--- config.mk ---
export PLATFORM = sky130hd
export DESIGN_NAME = audio_src_sched
export DESIGN_NICKNAME = d
export VERILOG_FILES = /design/src/rtl/audio_sched_pkg.sv /design/src/rtl/src_watchdog.sv /design/src/rtl/audio_src_sched.sv
export SDC_FILE = /design/constraint.sdc
export NUM_CORES = 1
export LEC_CHECK = 0
export CAP_MARGIN = 20
export CORE_MARGIN = 3
export CORE_UTILIZATION = 27
export DETAILED_ROUTE_END_ITERATION = 12
export SYNTH_ARGS = -nofsm -noshare
export SYNTH_HDL_FRONTEND = slang
export SYNTH_SLANG_ARGS = --single-unit
export TNS_END_PERCENT = 30
--- constraint.sdc ---
create_clock -name clk -period 8.5 [get_ports clk]
set_input_delay 1.7 -clock clk [delete_from_list [all_inputs] [get_ports clk]]
set_output_delay 1.7 -clock clk [all_outputs]
set_load 0.01 [all_outputs]
--- src/rtl/audio_sched_pkg.sv ---
// Shared types and codes for the audio source scheduler.
// State machine encoding, source selectors and spi_config mode codes.
package audio_sched_pkg;

    typedef enum logic [1:0] {
        MUTE     = 2'b00,
        FADE_IN  = 2'b01,
        RUN      = 2'b10,
        FADE_OUT = 2'b11
    } state_e;

    localparam logic [1:0] SRC_NONE = 2'b00;
    localparam logic [1:0] SRC_I2S  = 2'b01;
    localparam logic [1:0] SRC_USB  = 2'b10;

    localparam logic [1:0] MODE_AUTO = 2'b00;
    localparam logic [1:0] MODE_I2S  = 2'b01;
    localparam logic [1:0] MODE_USB  = 2'b10;
    localparam logic [1:0] MODE_MUTE = 2'b11;

endpackage

--- src/rtl/src_watchdog.sv ---
// Liveness watchdog for one audio source: counts idle cycles since the last
// strobe and saturates at TIMEOUT, at which point the source is dead.
module src_watchdog #(
    parameter int TO_W    = 12,
    parameter int TIMEOUT = 4095
) (
    input  logic clk,
    input  logic rst,
    input  logic dv,
    output logic alive
);

    localparam logic [TO_W-1:0] LIMIT   = TO_W'(TIMEOUT);
    localparam logic [TO_W-1:0] CNT_ONE = {{(TO_W-1){1'b0}}, 1'b1};

    logic [TO_W-1:0] cnt_r;
    logic [TO_W-1:0] cnt_nx_s;
    logic            alive_r;

    // Next idle count: a strobe always wins, even on the cycle the limit is hit.
    always_comb begin
        cnt_nx_s = cnt_r;
        if (dv) begin
            cnt_nx_s = {TO_W{1'b0}};
        end else if (cnt_r < LIMIT) begin
            cnt_nx_s = cnt_r + CNT_ONE;
        end else begin
            cnt_nx_s = cnt_r;
        end
    end

    // Idle counter and registered liveness flag; reset starts the source dead.
    always_ff @(posedge clk or posedge rst) begin
        if (rst) begin
            cnt_r   <= LIMIT;
            alive_r <= 1'b0;
        end else begin
            cnt_r   <= cnt_nx_s;
            alive_r <= (cnt_nx_s < LIMIT);
        end
    end

    assign alive = alive_r;

endmodule

--- src/rtl/audio_src_sched.sv ---
// Chooses between the I2S and USB audio paths for fm_modulator, ramping the
// gain down to silence and back up on every source change.
module audio_src_sched
    import audio_sched_pkg::*;
#(
    parameter int A       = 8,
    parameter int G       = 4,
    parameter int TO_W    = 12,
    parameter int TIMEOUT = 4095
) (
    input  logic         clk,
    input  logic         rst,
    input  logic [1:0]   mode,
    input  logic         usb_connected,
    input  logic [A-1:0] i2s_data,
    input  logic         i2s_dv,
    input  logic [A-1:0] usb_data,
    input  logic         usb_dv,
    output logic [A-1:0] audio_out,
    output logic         audio_valid,
    output logic [1:0]   src_cur,
    output logic         fading,
    output logic         dropout
);

    localparam logic [G:0] GAIN_ZERO = {(G+1){1'b0}};
    localparam logic [G:0] GAIN_ONE  = {{G{1'b0}}, 1'b1};
    localparam logic [G:0] GAIN_FULL = {1'b1, {G{1'b0}}};

    logic           i2s_alive_s;
    logic           usb_alive_s;
    logic [1:0]     desired_s;
    logic           cur_alive_s;
    logic           acc_s;
    logic [A-1:0]   sample_s;
    logic           enter_mute_s;
    logic [A+G-1:0] prod_s;
    logic [A-1:0]   scaled_s;

    state_e         state_r;
    logic [1:0]     src_r;
    logic [G:0]     gain_r;
    logic [A-1:0]   audio_out_r;
    logic           audio_valid_r;
    logic           fading_r;
    logic           dropout_r;

    src_watchdog #(.TO_W(TO_W), .TIMEOUT(TIMEOUT)) u_i2s_wd (
        .clk   (clk),
        .rst   (rst),
        .dv    (i2s_dv),
        .alive (i2s_alive_s)
    );

    src_watchdog #(.TO_W(TO_W), .TIMEOUT(TIMEOUT)) u_usb_wd (
        .clk   (clk),
        .rst   (rst),
        .dv    (usb_dv),
        .alive (usb_alive_s)
    );

    // Source the configuration wants right now, given which sources are alive.
    always_comb begin
        desired_s = SRC_NONE;
        case (mode)
            MODE_I2S: desired_s = i2s_alive_s ? SRC_I2S : SRC_NONE;
            MODE_USB: desired_s = (usb_alive_s && usb_connected) ? SRC_USB : SRC_NONE;
            MODE_AUTO: begin
                if (usb_alive_s && usb_connected) begin
                    desired_s = SRC_USB;
                end else if (i2s_alive_s) begin
                    desired_s = SRC_I2S;
                end else begin
                    desired_s = SRC_NONE;
                end
            end
            default: desired_s = SRC_NONE;
        endcase
    end

    // Strobe, sample and liveness of the source currently on air.
    always_comb begin
        cur_alive_s = 1'b0;
        acc_s       = 1'b0;
        sample_s    = i2s_data;
        case (src_r)
            SRC_I2S: begin
                cur_alive_s = i2s_alive_s;
                acc_s       = i2s_dv;
                sample_s    = i2s_data;
            end
            SRC_USB: begin
                cur_alive_s = usb_alive_s;
                acc_s       = usb_dv;
                sample_s    = usb_data;
            end
            default: begin
                cur_alive_s = 1'b0;
                acc_s       = 1'b0;
                sample_s    = i2s_data;
            end
        endcase
    end

    // Sign-extended sample times zero-extended gain; the top product bit never survives truncation.
    assign prod_s   = {{G{sample_s[A-1]}}, sample_s} * {{(A-1){1'b0}}, gain_r};
    assign scaled_s = A'(prod_s >> G);

    // Any active state falls to MUTE when its source dies or a fade-out bottoms out.
    always_comb begin
        enter_mute_s = 1'b0;
        if (state_r == MUTE) begin
            enter_mute_s = 1'b0;
        end else if (!cur_alive_s) begin
            enter_mute_s = 1'b1;
        end else if ((state_r == FADE_OUT) && (desired_s != src_r)) begin
            enter_mute_s = (gain_r == GAIN_ZERO) || (acc_s && (gain_r == GAIN_ONE));
        end else begin
            enter_mute_s = 1'b0;
        end
    end

    // Scheduler FSM with registered datapath and status outputs.
    always_ff @(posedge clk or posedge rst) begin
        if (rst) begin
            state_r       <= MUTE;
            src_r         <= SRC_NONE;
            gain_r        <= GAIN_ZERO;
            audio_out_r   <= {A{1'b0}};
            audio_valid_r <= 1'b0;
            fading_r      <= 1'b0;
            dropout_r     <= 1'b0;
        end else begin
            audio_valid_r <= 1'b0;
            if (acc_s) begin
                audio_out_r   <= scaled_s;
                audio_valid_r <= 1'b1;
            end
            if (enter_mute_s) begin
                state_r       <= MUTE;
                src_r         <= SRC_NONE;
                gain_r        <= GAIN_ZERO;
                audio_out_r   <= {A{1'b0}};
                audio_valid_r <= 1'b1;
                fading_r      <= 1'b0;
                if (state_r == RUN) begin
                    dropout_r <= 1'b1;
                end
            end else begin
                case (state_r)
                    MUTE: begin
                        gain_r <= GAIN_ZERO;
                        src_r  <= desired_s;
                        if (desired_s != SRC_NONE) begin
                            state_r  <= FADE_IN;
                            fading_r <= 1'b1;
                        end
                    end
                    FADE_IN: begin
                        if (desired_s != src_r) begin
                            state_r <= FADE_OUT;
                        end else if (gain_r == GAIN_FULL) begin
                            state_r  <= RUN;
                            fading_r <= 1'b0;
                        end else if (acc_s) begin
                            gain_r <= gain_r + GAIN_ONE;
                            if ((gain_r + GAIN_ONE) == GAIN_FULL) begin
                                state_r  <= RUN;
                                fading_r <= 1'b0;
                            end
                        end
                    end
                    RUN: begin
                        gain_r <= GAIN_FULL;
                        if (desired_s != src_r) begin
                            state_r  <= FADE_OUT;
                            fading_r <= 1'b1;
                        end
                    end
                    FADE_OUT: begin
                        if (desired_s == src_r) begin
                            state_r <= FADE_IN;
                        end else if (acc_s) begin
                            gain_r <= gain_r - GAIN_ONE;
                        end
                    end
                    default: begin
                        state_r     <= MUTE;
                        src_r       <= SRC_NONE;
                        gain_r      <= GAIN_ZERO;
                        audio_out_r <= {A{1'b0}};
                        fading_r    <= 1'b0;
                    end
                endcase
            end
        end
    end

    assign audio_out   = audio_out_r;
    assign audio_valid = audio_valid_r;
    assign src_cur     = src_r;
    assign fading      = fading_r;
    assign dropout     = dropout_r;

endmodule

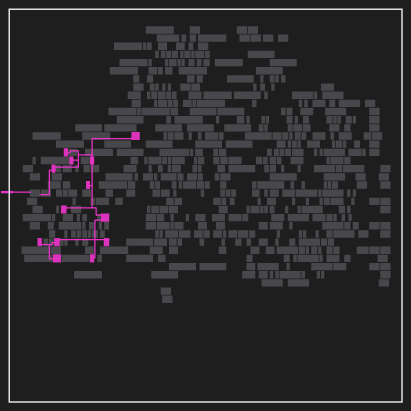
(run_1/io_fan.png)
(3 px per um)
- i2s_dv: magenta (bits 1; direction input; edge left; end cells 13; buffers 1; wire 147 um)

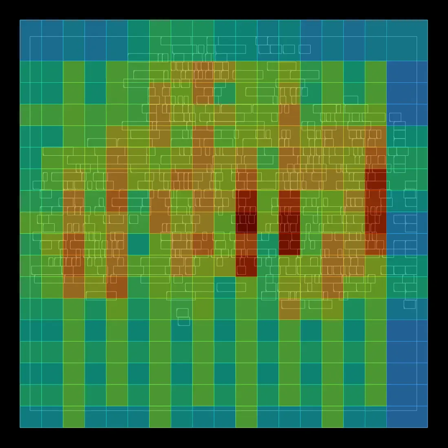
(run_1/congestion.png)
fin util: 0.329
met2 Use GR: 0.202
M1 GR Usage: 0.162

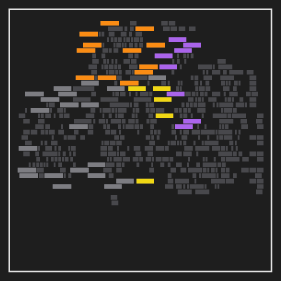
(run_1/flops_by_reg.png)
(2 px per um) Other sequential cells in the stronger grey, the rest of the logic in the fainter grey.
- audio_out: purple (flops 8)
- gain_r: yellow (flops 5)
- u_usb_wd.cnt_r: orange (flops 12; where top middle)
- not coloured: 21
Seq area share: 0.243
Storage cell area: 1180 um^2
Power Sequential: 0.268 mW

==> reports/results.ini, run 1 <==
[sta]
clock_skew_ps = 8.33
finalClockPeriodUsage = 0.668
min_period_ps = 5680
setup_viol_count_final = 0
hold_viol = 0
setup_tns_ps = 0
slew_headroom = 0.378

[synthesis]
synth_area_um2 = 4180
syn-num-nets = 538
numSynthFlops = 46
synth.most_common_cell = nor2_1
syn_inst = 464
yosysSeqAreaShare = 0.283
yosys_warnings = 0
yosysTopAreaCell = dfstp_2
ys_cells = 464
top_cell_area_share = 0.151
area_leaders = dfstp_2, dfrtp_1, fa_1
synth_chip_area_um2 = 4180
ys_top_cells_by_count = nor2_1, inv_1, ha_1

[finish]
syn_to_final_growth_pct = 16.5
drive_above_1_share = 0.101
diodes = 0
n_fill_cell = 1507
fin_nets = 566
layout.cells.most_common = nor2_1

[clocking]
clkLatencyLatePin_ps = 280
post-cts-setup-buffer-count = 0
cts_tree = built
clock_sinks = 46
numCtsBuffers = 5
cts.clk_slew.worst_paths_ps = 70
post_cts_resized = 0
htree_levels = 2

[placement]
place.gp.congestion = 0.838
io_buffers = 35
place_ws_ps = 2560

[floorplan]
rows = 44
die_w_um = 130
dieArea_um2 = 17000
fp_util = 0.282
coreArea_um2 = 14800

[power]
power.density_nw_per_um2 = 174
leakage_nw = 1.96

[route]
detail_route.wl_per_cell_um = 14.1
drc = 0
routed_wl_um = 9570

[critical_path]
crit_path_max_incr_delay_ps = 560
cp.required_ps = 8700
reg2reg_slack_ps = 3300
critPathMaxFanout = 5
critPathMostFrequentCell = fa_1
reg2reg_from = src_cur[0]$_DFFE_PP0P_
path_cells = clkdlybuf4s50_1, mux2i_1, nor2b_1, fa_1, inv_1, fa_1, fa_1, inv_1, ha_1, o21ai_0, a2111o_1, a31oi_1, a21oi_1, or3_1, a31oi_1
rr_worst_depth = 16
end_kind = flip-flop
cp-start-kind = primary input

[run_status]
outcome = completed

[min_path]
min_from = dropout$_DFFE_PP0P_

[grt]
grt_max_degree = 47
track_usage = 0.118
grt_pass1_vias = 3602

[flow_run]
drv_cap = 0
tool_warnings = 33

## run 1: metrics by stage
stage | std cells | power (mW) | util | hold WS [ps] | cell area, um^2
final | 677 | 0.846 | 0.329 | 470 | 4870
after global routing | 677 | 0.912 | 0.329 | 505 | 4870
after CTS | 677 | 0.856 | 0.329 | 480 | 4870
after detailed placement | 669 | 0.628 | 0.317 | 465 | 4700
after global placement | 669 | 0.621 | 0.317 | 445 | 4700
after floorplan | 464 | 0.522 | - | 477 | 4180
## run 1: power by group
group          switching, mW  internal, mW
sequential            0.0255         0.242
clock                 0.0836         0.139
combinational          0.208         0.148
## run 1: logic make-up after synthesis
| logic type | count (synthesis) | synth area share |
|---|---|---|
| XOR/XNOR | 26 | 0.0545 |
| adder cells (fa/ha/maj) | 51 | 0.192 |
| AND-OR/OR-AND | 80 | 0.137 |
| buffers and inverters | 62 | 0.0581 |
| flip-flops | 46 | 0.283 |
| multiplexers | 15 | 0.0362 |
| AND/OR/NAND/NOR | 184 | 0.240 |
## run 1: worst reg2reg max path, cell delays in order (launching register included)
cell      delay (ps)
dfrtp_1          470
inv_1            110
ha_1             620
mux2i_1          510
nor2b_1          130
fa_1             560
inv_1             60
fa_1             470
fa_1             560
inv_1             50
ha_1             340
o21ai_0          100
a2111o_1         340
a31oi_1          250
a21oi_1          120
or3_1            310
a31oi_1          120
## run 1: flip-flops by register name, summed over array words and instances, names as in the netlist
name	cells
src_cur	2
state_r	2
audio_out	8
audio_valid	1
gain_r	5
dropout	1
fading	1
u_i2s_wd.cnt_r	12
u_i2s_wd.alive	1
u_usb_wd.cnt_r	12
u_usb_wd.alive	1
## run 1: how the worst max path moves through the flow
stage,from,to,slack [ps],cells after the start
2_1_floorplan,usb_data[3],audio_out[6]$_DFFE_PP0P_,3260,14
3_3_place_gp,usb_data[4],audio_out[6]$_DFFE_PP0P_,2680,15
3_5_place_dp,usb_data[3],audio_out[6]$_DFFE_PP0P_,2560,15
4_1_cts,usb_data[3],audio_out[6]$_DFFE_PP0P_,2840,15
5_1_grt,usb_data[3],audio_out[7]$_DFFE_PP0P_,2490,15
6_report,usb_data[3],audio_out[6]$_DFFE_PP0P_,2820,15
## run 1: layer usage
metal / GRT usage / vias to the layer above / part of all wire
met5: 0 / - / 0
met2: 0.202 / 58 / 0.48
met3: 0.0134 / 12 / 0.032
li1: - / 1665 / -
met4: 0.0242 / 0 / 0.012
met1: 0.162 / 1661 / 0.48
## run 1: cell type report
cell class / count / share of cell area
timing repair buffer: 35 / 0.0720
sequential: 46 / 0.243
clock inverter: 3 / 0.00925
inverter: 48 / 0.0370
tap: 184 / 0.0473
multi-input combinational: 356 / 0.566
clock buffer: 5 / 0.0257
==> run 2: changes to the inputs <==
==> constraint.sdc (replaced) <==
create_clock -name clk -period 5.5 [get_ports clk]
set_input_delay 1.1 -clock clk [delete_from_list [all_inputs] [get_ports clk]]
set_output_delay 1.1 -clock clk [all_outputs]
set_load 0.01 [all_outputs]
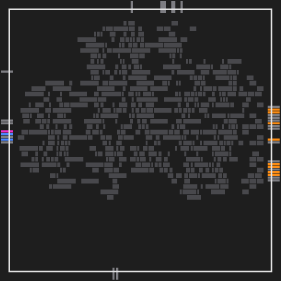
(run_2/io_placement.png)
(2 px per um) Pins as bars across the die edge, other pins in grey.
- usb_data: orange (pins 8; direction input; edge right)
- i2s_dv: magenta (pins 1; direction input; edge left)
- mode: blue (pins 2; direction input; edge left)

==> run 2 against run 1 <==
  * Setup slack lost 2300 ps
  * Worst hold slack lost 11 ps
  * Sequential power grew 54%
  * Total power grew 55%
  * Die size is the same
  * Clock-buffer cell count is the same
  * Critical endpoint unchanged
==> reports/results.ini, run 2 <==
[power]
switching_share = 0.375  ; +0.000746
vdd_drop_max_mv = 0.191
combPwrFrac = 0.426  ; +0.005
pwr-share-seq = 0.314  ; -0.002
power.density_nw_per_um2 = 268  ; +54%
p_int_mw = 0.821  ; +55%
power.switching_mw = 0.493  ; +56%
power_frac_clock = 0.260  ; -0.003
leakage_nw = 1.98  ; +1.4%

[critical_path]
crit_start = usb_data[4]
crit_path_max_incr_delay_ps = 540  ; -20 ps
reg2reg_to = audio_out[6]$_DFFE_PP0P_
reg2reg_slack_ps = 560  ; -2740 ps
crit_end = audio_out[6]$_DFFE_PP0P_
crit_type = in2reg
critPathMaxFanout = 5  ; unchanged
path_cells = clkdlybuf4s50_1, mux2i_1, nor2b_1, fa_1, fa_1, inv_1, fa_1, inv_1, ha_1, o21ai_0, a2111o_1, a31oi_1, a21oi_1, or3_1, a31oi_1
cp.required_ps = 5710  ; -2990 ps
end_kind = flip-flop
cpLargestDelayFamily = adder cells
path_buffers = 3
rr_worst_depth = 16  ; unchanged
critPathMostFrequentCell = fa_1
cp-start-kind = primary input
worstPathArrival_ps = 5200
path_depth = 15  ; unchanged
crit_slowest_cell = fa_1
reg2reg_from = src_cur[0]$_DFFE_PP0P_

[clocking]
numCtsBuffers = 5  ; unchanged
cts_root_buf = clkbuf_16
hold_buffers = 0
post-cts-setup-buffer-count = 0  ; unchanged
cts.clk_slew.worst_paths_ps = 60  ; about the same
clock_sinks = 46  ; unchanged
clkLatencyLatePin_ps = 290  ; about the same
htree_levels = 2  ; unchanged
post_cts_resized = 0  ; unchanged
cts_buffer_depth = 2
cts_tree = built

[finish]
layout.cells.most_common = nor2_1
layout_top_cells = nor2_1, inv_1, clkdlybuf4s50_1, ha_1, dfstp_2
fin_nets = 569  ; +0.53%
drive_above_1_share = 0.107  ; +0.00543
fin_util = 0.331  ; +0.00203
fin_cells = 680  ; +0.44%
diodes = 0  ; unchanged
syn_to_final_growth_pct = 17.2

[grt]
grt_pass1_vias = 3533  ; -1.9%
grt_pass1_wl_um = 16500
track_usage = 0.118  ; -0.000577
grt_overflow = 0
antenna_found_initial = 0
grt_max_degree = 47  ; unchanged

[route]
vias = 3393
drc = 0  ; unchanged
detail_route.wl_per_cell_um = 14.4  ; +2.0%
ant_nets = 0
dr.pass1.iters = 4
routed_wl_um = 9800  ; +2.4%
drt-initial-drc-count = 81
routed_via_density = 4.99

[sta]
timing.fmax_ghz = 0.200
grt_setup_unrepaired = false
slew_headroom = 0.581  ; +0.203
setup_viol_count_final = 0  ; unchanged
slew_viol_final = 0
min_period_ps = 4990
clock_skew_ps = 4.45  ; -3.88 ps
hold_viol = 0  ; unchanged
worstMarginPinSlew_ps = 628
finalClockPeriodUsage = 0.908
setup_tns_ps = 0  ; unchanged
whs_ps = 459  ; -11.3 ps

[synthesis]
syn-num-nets = 538  ; unchanged
ys.flop_type = dfstp_2
syn_avg_cell_area_um2 = 9.01
synth.most_common_cell = nor2_1
yosys_warnings = 0  ; unchanged
synthArstFlopShare = 1.00
syn_inst = 464  ; unchanged
synth_area_um2 = 4180  ; unchanged
synth_cell_type_count = 68
synth-edff-count = 0
numSynthFlops = 46  ; unchanged
yosysTopAreaCell = dfstp_2
area_leaders = dfstp_2, dfrtp_1, fa_1
top_cell_area_share = 0.151  ; unchanged
ys_top_cells_by_count = nor2_1, inv_1, ha_1
synth_chip_area_um2 = 4180  ; unchanged
ys_cells = 464  ; unchanged
yosysSeqAreaShare = 0.283  ; unchanged

[floorplan]
coreArea_um2 = 14800  ; unchanged
dieArea_um2 = 17000  ; unchanged
die_h_um = 130
ios = 36
fp_util = 0.282  ; unchanged
rows = 44  ; unchanged
die_w_um = 130  ; unchanged

[placement]
dpl.hpwl_um = 7690
io_buffers = 35  ; unchanged
dp_cells = 671  ; +0.30%
place.gp.congestion = 0.852  ; +1.7%

[min_path]
min_path_type = reg2reg

[run_status]
outcome = completed

[flow_run]
tool_warnings = 33  ; unchanged
drv_cap = 0  ; unchanged

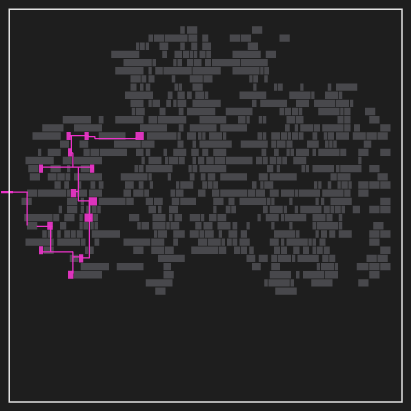
(run_2/io_fan.png)
(3 px per um)
- i2s_dv: magenta (bits 1; direction input; edge left; end cells 13; buffers 1; wire 142 um)

==> run 2: cell counts after synthesis <==
Identical to the previous run, type by type.
==> run 2: worst min-delay path by stage <==
| stage | startpoint | end | slack [ps] | cells past startpoint |
|---|---|---|---|---|
| after global placement | dropout$_DFFE_PP0P_ | dropout$_DFFE_PP0P_ | 450 | 1 |
| after CTS | dropout$_DFFE_PP0P_ | dropout$_DFFE_PP0P_ | 470 | 1 |
| after floorplan | u_i2s_wd.cnt_r[8]$_DFF_PP1_ | u_i2s_wd.cnt_r[6]$_DFF_PP1_ | 480 | 2 |
| after global routing | dropout$_DFFE_PP0P_ | dropout$_DFFE_PP0P_ | 480 | 1 |
| final | dropout$_DFFE_PP0P_ | dropout$_DFFE_PP0P_ | 460 | 1 |
| after detailed placement | dropout$_DFFE_PP0P_ | dropout$_DFFE_PP0P_ | 450 | 1 |
==> run 2: layout make-up <==
cell class / count / area, um^2
clock buffer: 5 / 125
clock inverter: 3 / 40.0
fill: 1500 / 9910
inverter: 48 / 180
multi-input combinational: 356 / 2760
sequential: 46 / 1180
tap: 184 / 230
timing repair buffer: 38 / 385
==> run 2: power by group through the flow <==
stage          Combinational [mW]  Sequential [mW]  Clock, mW
6_report                    0.560            0.413      0.342
5_1_grt                     0.623            0.418      0.364
4_1_cts                     0.564            0.414      0.349
3_5_place_dp                0.561            0.420          0
3_3_place_gp                0.549            0.417          0
2_1_floorplan               0.395            0.412          0
==> run 2: kinds of logic (layout without fill, tap and decap cells) <==
| family | after synthesis | after routing | share of synthesized area |
|---|---|---|---|
| AOI/OAI and AO/OA | 80 | 80 | 0.137 |
| xor gates and xnor gates | 26 | 26 | 0.0545 |
| adders and majority gates | 51 | 51 | 0.192 |
| buffers and inverters | 62 | 94 | 0.0581 |
| DFF | 46 | 46 | 0.283 |
| muxes | 15 | 15 | 0.0362 |
| and+or+nand+nor | 184 | 184 | 0.240 |
==> run 2: per-layer routing <==
layer	track usage	up-vias	part of all wire
met5	0	-	0
met4	0.0266	0	0.013
met1	0.153	1653	0.46
met2	0.207	61	0.48
met3	0.0171	13	0.048
li1	-	1666	-
==> run 2: metrics by stage <==
step | cell area [um^2] | power (mW) | setup slack (ps)
floorplan | 4180 | 0.806 | 858
CTS | 4880 | 1.33 | 493
global placement | 4710 | 0.966 | 286
detailed placement | 4710 | 0.981 | 212
finish | 4900 | 1.31 | 508
global route | 4900 | 1.41 | 202
No activity file was given, so power comes from the tool's default toggle rates.
